<file path="src/rtl/sipo_pkg.sv">
// Shared definitions for the serial-to-parallel word collector.
// Holds the collector state encoding, the default word width and the
// even-parity helper used when SIPO_WORD_COLLECTOR_PARITY_EN is defined.
package sipo_pkg;

   localparam int SIPO_DEFAULT_WIDTH = 4;
   // Widest word the parity helper accepts; narrower words are zero-extended.
   localparam int SIPO_MAX_W         = 64;

   typedef enum logic {
      COLLECT = 1'b0,
      PARITY  = 1'b1
   } sipo_state_t;

   // Even parity: 1 when the word holds an odd number of ones.
   function automatic logic even_parity(input logic [SIPO_MAX_W-1:0] word);
      return ^word;
   endfunction

endpackage

</file>
<file path="src/rtl/sipo_out_reg.sv">
// Output holding register for the word collector.
// Loads a completed word when the slot is empty or being consumed on the
// same edge; otherwise drops the word and raises the sticky overrun flag.
module sipo_out_reg
   import sipo_pkg::*;
#(
   parameter int WIDTH = SIPO_DEFAULT_WIDTH
) (
   input  logic             clk,
   input  logic             clear,
   input  logic             i_load,
   input  logic [WIDTH-1:0] i_word,
   input  logic             i_par_err,
   input  logic             i_ready,
   output logic [WIDTH-1:0] o_word,
   output logic             o_valid,
   output logic             o_par_err,
   output logic             o_overrun
);

   logic [WIDTH-1:0] r_word;
   logic             r_valid;
   logic             r_par_err;
   logic             r_overrun;

   // Holding register with valid/ready handshake and sticky overrun.
   always_ff @(posedge clk or posedge clear) begin
      if (clear) begin
         r_word    <= '0;
         r_valid   <= 1'b0;
         r_par_err <= 1'b0;
         r_overrun <= 1'b0;
      end else if (i_load) begin
         if (!r_valid || i_ready) begin
            r_word    <= i_word;
            r_par_err <= i_par_err;
            r_valid   <= 1'b1;
         end else begin
            r_overrun <= 1'b1;
         end
      end else if (r_valid && i_ready) begin
         r_valid <= 1'b0;
      end
   end

   assign o_word    = r_word;
   assign o_valid   = r_valid;
   assign o_par_err = r_par_err;
   assign o_overrun = r_overrun;

endmodule

</file>
<file path="src/rtl/sipo_word_collector.sv">
// Serial-to-parallel word collector.
// Assembles LSB-first serial bits into WIDTH-bit words and hands them to
// sipo_out_reg. Optional trailing even-parity bit enabled by the macro
// SIPO_WORD_COLLECTOR_PARITY_EN.
//
// state   | meaning
// COLLECT | shifting data bits, bit_cnt counts collected bits
// PARITY  | all data bits held, waiting for the parity bit (macro only)
module sipo_word_collector
   import sipo_pkg::*;
#(
   parameter int WIDTH = SIPO_DEFAULT_WIDTH,
   parameter int CNT_W = $clog2(WIDTH + 1)
) (
   input  logic             clk,
   input  logic             clear,
   input  logic             si,
   input  logic             si_valid,
   input  logic             sync,
   output logic [WIDTH-1:0] word_out,
   output logic             word_valid,
   input  logic             word_ready,
   output logic             parity_err,
   output logic             overrun,
   output logic [CNT_W-1:0] bit_cnt
);

   sipo_state_t      r_state;
   sipo_state_t      w_state_nxt;
   logic [WIDTH-1:0] r_shreg;
   logic [WIDTH-1:0] w_shreg_nxt;
   logic [CNT_W-1:0] r_bit_cnt;
   logic [CNT_W-1:0] w_cnt_nxt;
   logic [WIDTH-1:0] w_shifted;
   logic             w_complete;
   logic [WIDTH-1:0] w_word;
   logic             w_par_err;

   assign w_shifted = {si, r_shreg[WIDTH-1:1]};

   // State, shift register and bit counter.
   always_ff @(posedge clk or posedge clear) begin
      if (clear) begin
         r_state   <= COLLECT;
         r_shreg   <= '0;
         r_bit_cnt <= '0;
      end else begin
         r_state   <= w_state_nxt;
         r_shreg   <= w_shreg_nxt;
         r_bit_cnt <= w_cnt_nxt;
      end
   end

   // Next-state, shifting and word-completion decode.
   always_comb begin
      w_state_nxt = r_state;
      w_shreg_nxt = r_shreg;
      w_cnt_nxt   = r_bit_cnt;
      w_complete  = 1'b0;
      w_word      = w_shifted;
      w_par_err   = 1'b0;
      if (sync) begin
         // Realign: a bit sampled with sync becomes bit 0 of the new word.
         w_state_nxt = COLLECT;
         if (si_valid) begin
            w_shreg_nxt = {si, {(WIDTH-1){1'b0}}};
            w_cnt_nxt   = CNT_W'(1);
         end else begin
            w_shreg_nxt = '0;
            w_cnt_nxt   = '0;
         end
      end else if (si_valid) begin
`ifdef SIPO_WORD_COLLECTOR_PARITY_EN
         if (r_state == PARITY) begin
            w_complete  = 1'b1;
            w_word      = r_shreg;
            w_par_err   = even_parity({{(SIPO_MAX_W-WIDTH){1'b0}}, r_shreg}) ^ si;
            w_cnt_nxt   = '0;
            w_state_nxt = COLLECT;
         end else if (r_bit_cnt == CNT_W'(WIDTH-1)) begin
            w_shreg_nxt = w_shifted;
            w_cnt_nxt   = CNT_W'(WIDTH);
            w_state_nxt = PARITY;
         end else begin
            w_shreg_nxt = w_shifted;
            w_cnt_nxt   = r_bit_cnt + 1'b1;
         end
`else
         w_shreg_nxt = w_shifted;
         if (r_bit_cnt == CNT_W'(WIDTH-1)) begin
            w_complete = 1'b1;
            w_cnt_nxt  = '0;
         end else begin
            w_cnt_nxt  = r_bit_cnt + 1'b1;
         end
`endif
      end
   end

   sipo_out_reg #(
      .WIDTH (WIDTH)
   ) u_out_reg (
      .clk       (clk),
      .clear     (clear),
      .i_load    (w_complete),
      .i_word    (w_word),
      .i_par_err (w_par_err),
      .i_ready   (word_ready),
      .o_word    (word_out),
      .o_valid   (word_valid),
      .o_par_err (parity_err),
      .o_overrun (overrun)
   );

   assign bit_cnt = r_bit_cnt;

endmodule
</file>
<file path="config.mk">
export PLATFORM = sky130hd
export DESIGN_NAME = sipo_word_collector
export DESIGN_NICKNAME = d
export VERILOG_FILES = /design/src/rtl/sipo_pkg.sv /design/src/rtl/sipo_out_reg.sv /design/src/rtl/sipo_word_collector.sv
export SDC_FILE = /design/constraint.sdc
export NUM_CORES = 1
export LEC_CHECK = 0
export CAP_MARGIN = 20
export CELL_PAD_IN_SITES_DETAIL_PLACEMENT = 0
export CELL_PAD_IN_SITES_GLOBAL_PLACEMENT = 1
export CORE_MARGIN = 8
export CORE_UTILIZATION = 37
export CTS_BUF_LIST = sky130_fd_sc_hd__clkbuf_8
export DETAILED_ROUTE_END_ITERATION = 16
export MAX_ROUTING_LAYER = met4
export PLACE_DENSITY = 0.79
export SYNTH_ARGS = -nofsm -noshare
export SYNTH_HDL_FRONTEND = slang
export SYNTH_SLANG_ARGS = --single-unit
</file>
<file path="constraint.sdc">
create_clock -name clk -period 1.7 [get_ports clk]
set_clock_uncertainty 0.05 [all_clocks]
set_input_delay 0.34 -clock clk [delete_from_list [all_inputs] [get_ports clk]]
set_output_delay 0.34 -clock clk [all_outputs]
set_load 0.05 [all_outputs]
</file>
**Where the registers sit**

Scale: 4 px per um. Other sequential cells in the stronger gray, the rest of the logic in the fainter gray.
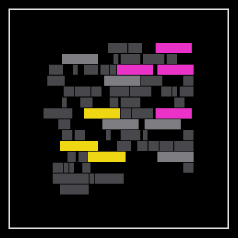
Key: `u_out_reg.o_word` = magenta [sequential cells 4, where north-east]; `bit_cnt` = yellow [sequential cells 3]

==> flow_metrics.py <==
# Generated from Yosys and OpenROAD reports
metrics = {
    "run_status": {
        "status": "completed",
    },
    "detailed_routing": {
        "top_layer": "met4",
        "totalWireLength_um": 1080,
        "routed_via_density": 4.64,
        "drtAntennaViolNets": 0,
        "wl_met3_um": 108,
        "wirelength_met1_um": 489,
        "drt_iter0_markers": 4,
        "route.met2.wl_um": 467,
        "vias": 376,
    },
    "critical_path": {
        "reg2reg_slack_ns": 0.08,
        "cp_slowest_stage_delay_ns": 0.51,
        "crit_type": "in2reg",
        "r2r_start": "bit_cnt[1]",
        "reg2regPathDepth": 4,
        "cp_num_cells": 4,
        "rr_endpoint": "u_out_reg.o_word[1]",
        "cp_top_family": "simple AND/OR/NAND/NOR gates",
        "start_kind": "input port",
        "path_cells": "clkdlybuf4s50_1 -> nand2b_4 -> or4b_4 -> mux2_4",
        "required_ns": 1.77,
        "crit_path_top_delay_cell": "or4b_4",
        "crit_path_end_kind": "flip-flop",
        "cp_max_fo": 4,
    },
    "layout": {
        "buffers": 20,
        "sh_comb_area_pct": 28.9,
        "buf_share_pct": 24.5,
        "fillers": 134,
        "n_all_inverters": 2,
        "final_util_pct": 57.6,
        "clk_share_pct": 6.66,
        "mostFrequentLayoutCells": "buf_4 (12), dfrtp_1 (10), mux2_4 (4), clkbuf_8 (4), clkdlybuf4s50_1 (4)",
        "largest_register_ffs": 4,
        "final_nets": 73,
        "syn2layout_area_growth_pct": 51.6,
        "largest_class": "sequential cells",
        "insertedDiodeCount": 0,
        "logic_gates": 27,
        "seqAreaFraction_pct": 36.6,
        "layoutNonFillerInstCount": 81,
        "drive_gt1_share_pct": 44.6,
    },
    "synthesis": {
        "fp_nets": 50,
        "top_cell_area_share_pct": 55.0,
        "async_flop_share_pct": 100,
        "ys_seq_share_pct": 55.0,
        "yosys-stat-area_um2": 546,
        "synthXorXnorAreaFrac_pct": 0,
        "area_leaders": "dfrtp_1 (55%), mux2_4 (11%), mux2i_1 (3.7%)",
        "ys_warn_count": 0,
        "synth.avg_cell_area_um2": 12.7,
        "yosys-top-cells-count": "dfrtp_1 (12), mux2_4 (4), nand2_1 (3), nor2_1 (3)",
    },
    "final_timing": {
        "period_needed_ns": 1.67,
        "hold_viol_final": 0,
        "hold-worst-slack_ns": 0.358,
        "fin_crit_sh_pct": 98.3,
        "drv_slew": 0,
        "setup_violations": 0,
        "tns_ns": 0,
    },
    "pwr": {
        "internal_power_mw": 0.618,
        "powerClk_mw": 0.303,
        "p_comb_share_pct": 26.8,
        "leakage_nw": 0.436,
        "switchingPower_mw": 0.249,
        "ir_drop_mv": 0.535,
        "p_clk_share_pct": 34.9,
        "seq_power_mw": 0.333,
    },
    "clocking": {
        "ctsHoldBuffers": 0,
        "cts_tree": "yes",
        "cts_sinks": 12,
        "cts_buffer_depth": 2,
    },
    "grt": {
        "grt_usage_pct": 8.94,
        "grt_pass1_vias": 410,
        "antenna_found_initial": 0,
        "met3_usage_pct": 3.53,
        "grt_overflow": 0,
        "grtUsageMet2_pct": 12.6,
        "grt_pass1_wl_um": 1860,
    },
    "worst_hold_path": {
        "min_path_type": "in2async",
    },
    "floorplanning": {
        "fp_util_pct": 38.0,
        "die_h_um": 54.4,
        "dieArea_mm2": 0.00296,
        "coreArea_mm2": 0.00144,
        "nWellTaps": 16,
    },
    "place": {
        "pre_cts_ws_ns": -0.245,
        "io_buffers": 14,
        "gp_congestion": 0.729,
    },
}
**Logic cells by family**

Scale: 6 px per um.
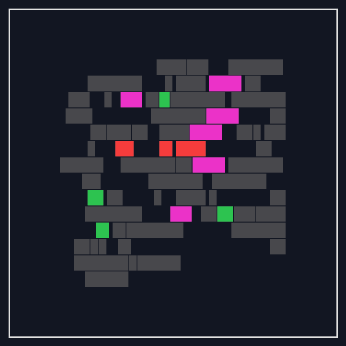
Key: AND and OR gates = red [cells 3]; inverting AOI/OAI gates = green [cells 4]; multiplexers = magenta [cells 6]

Power is estimated from default activity; no workload was simulated.
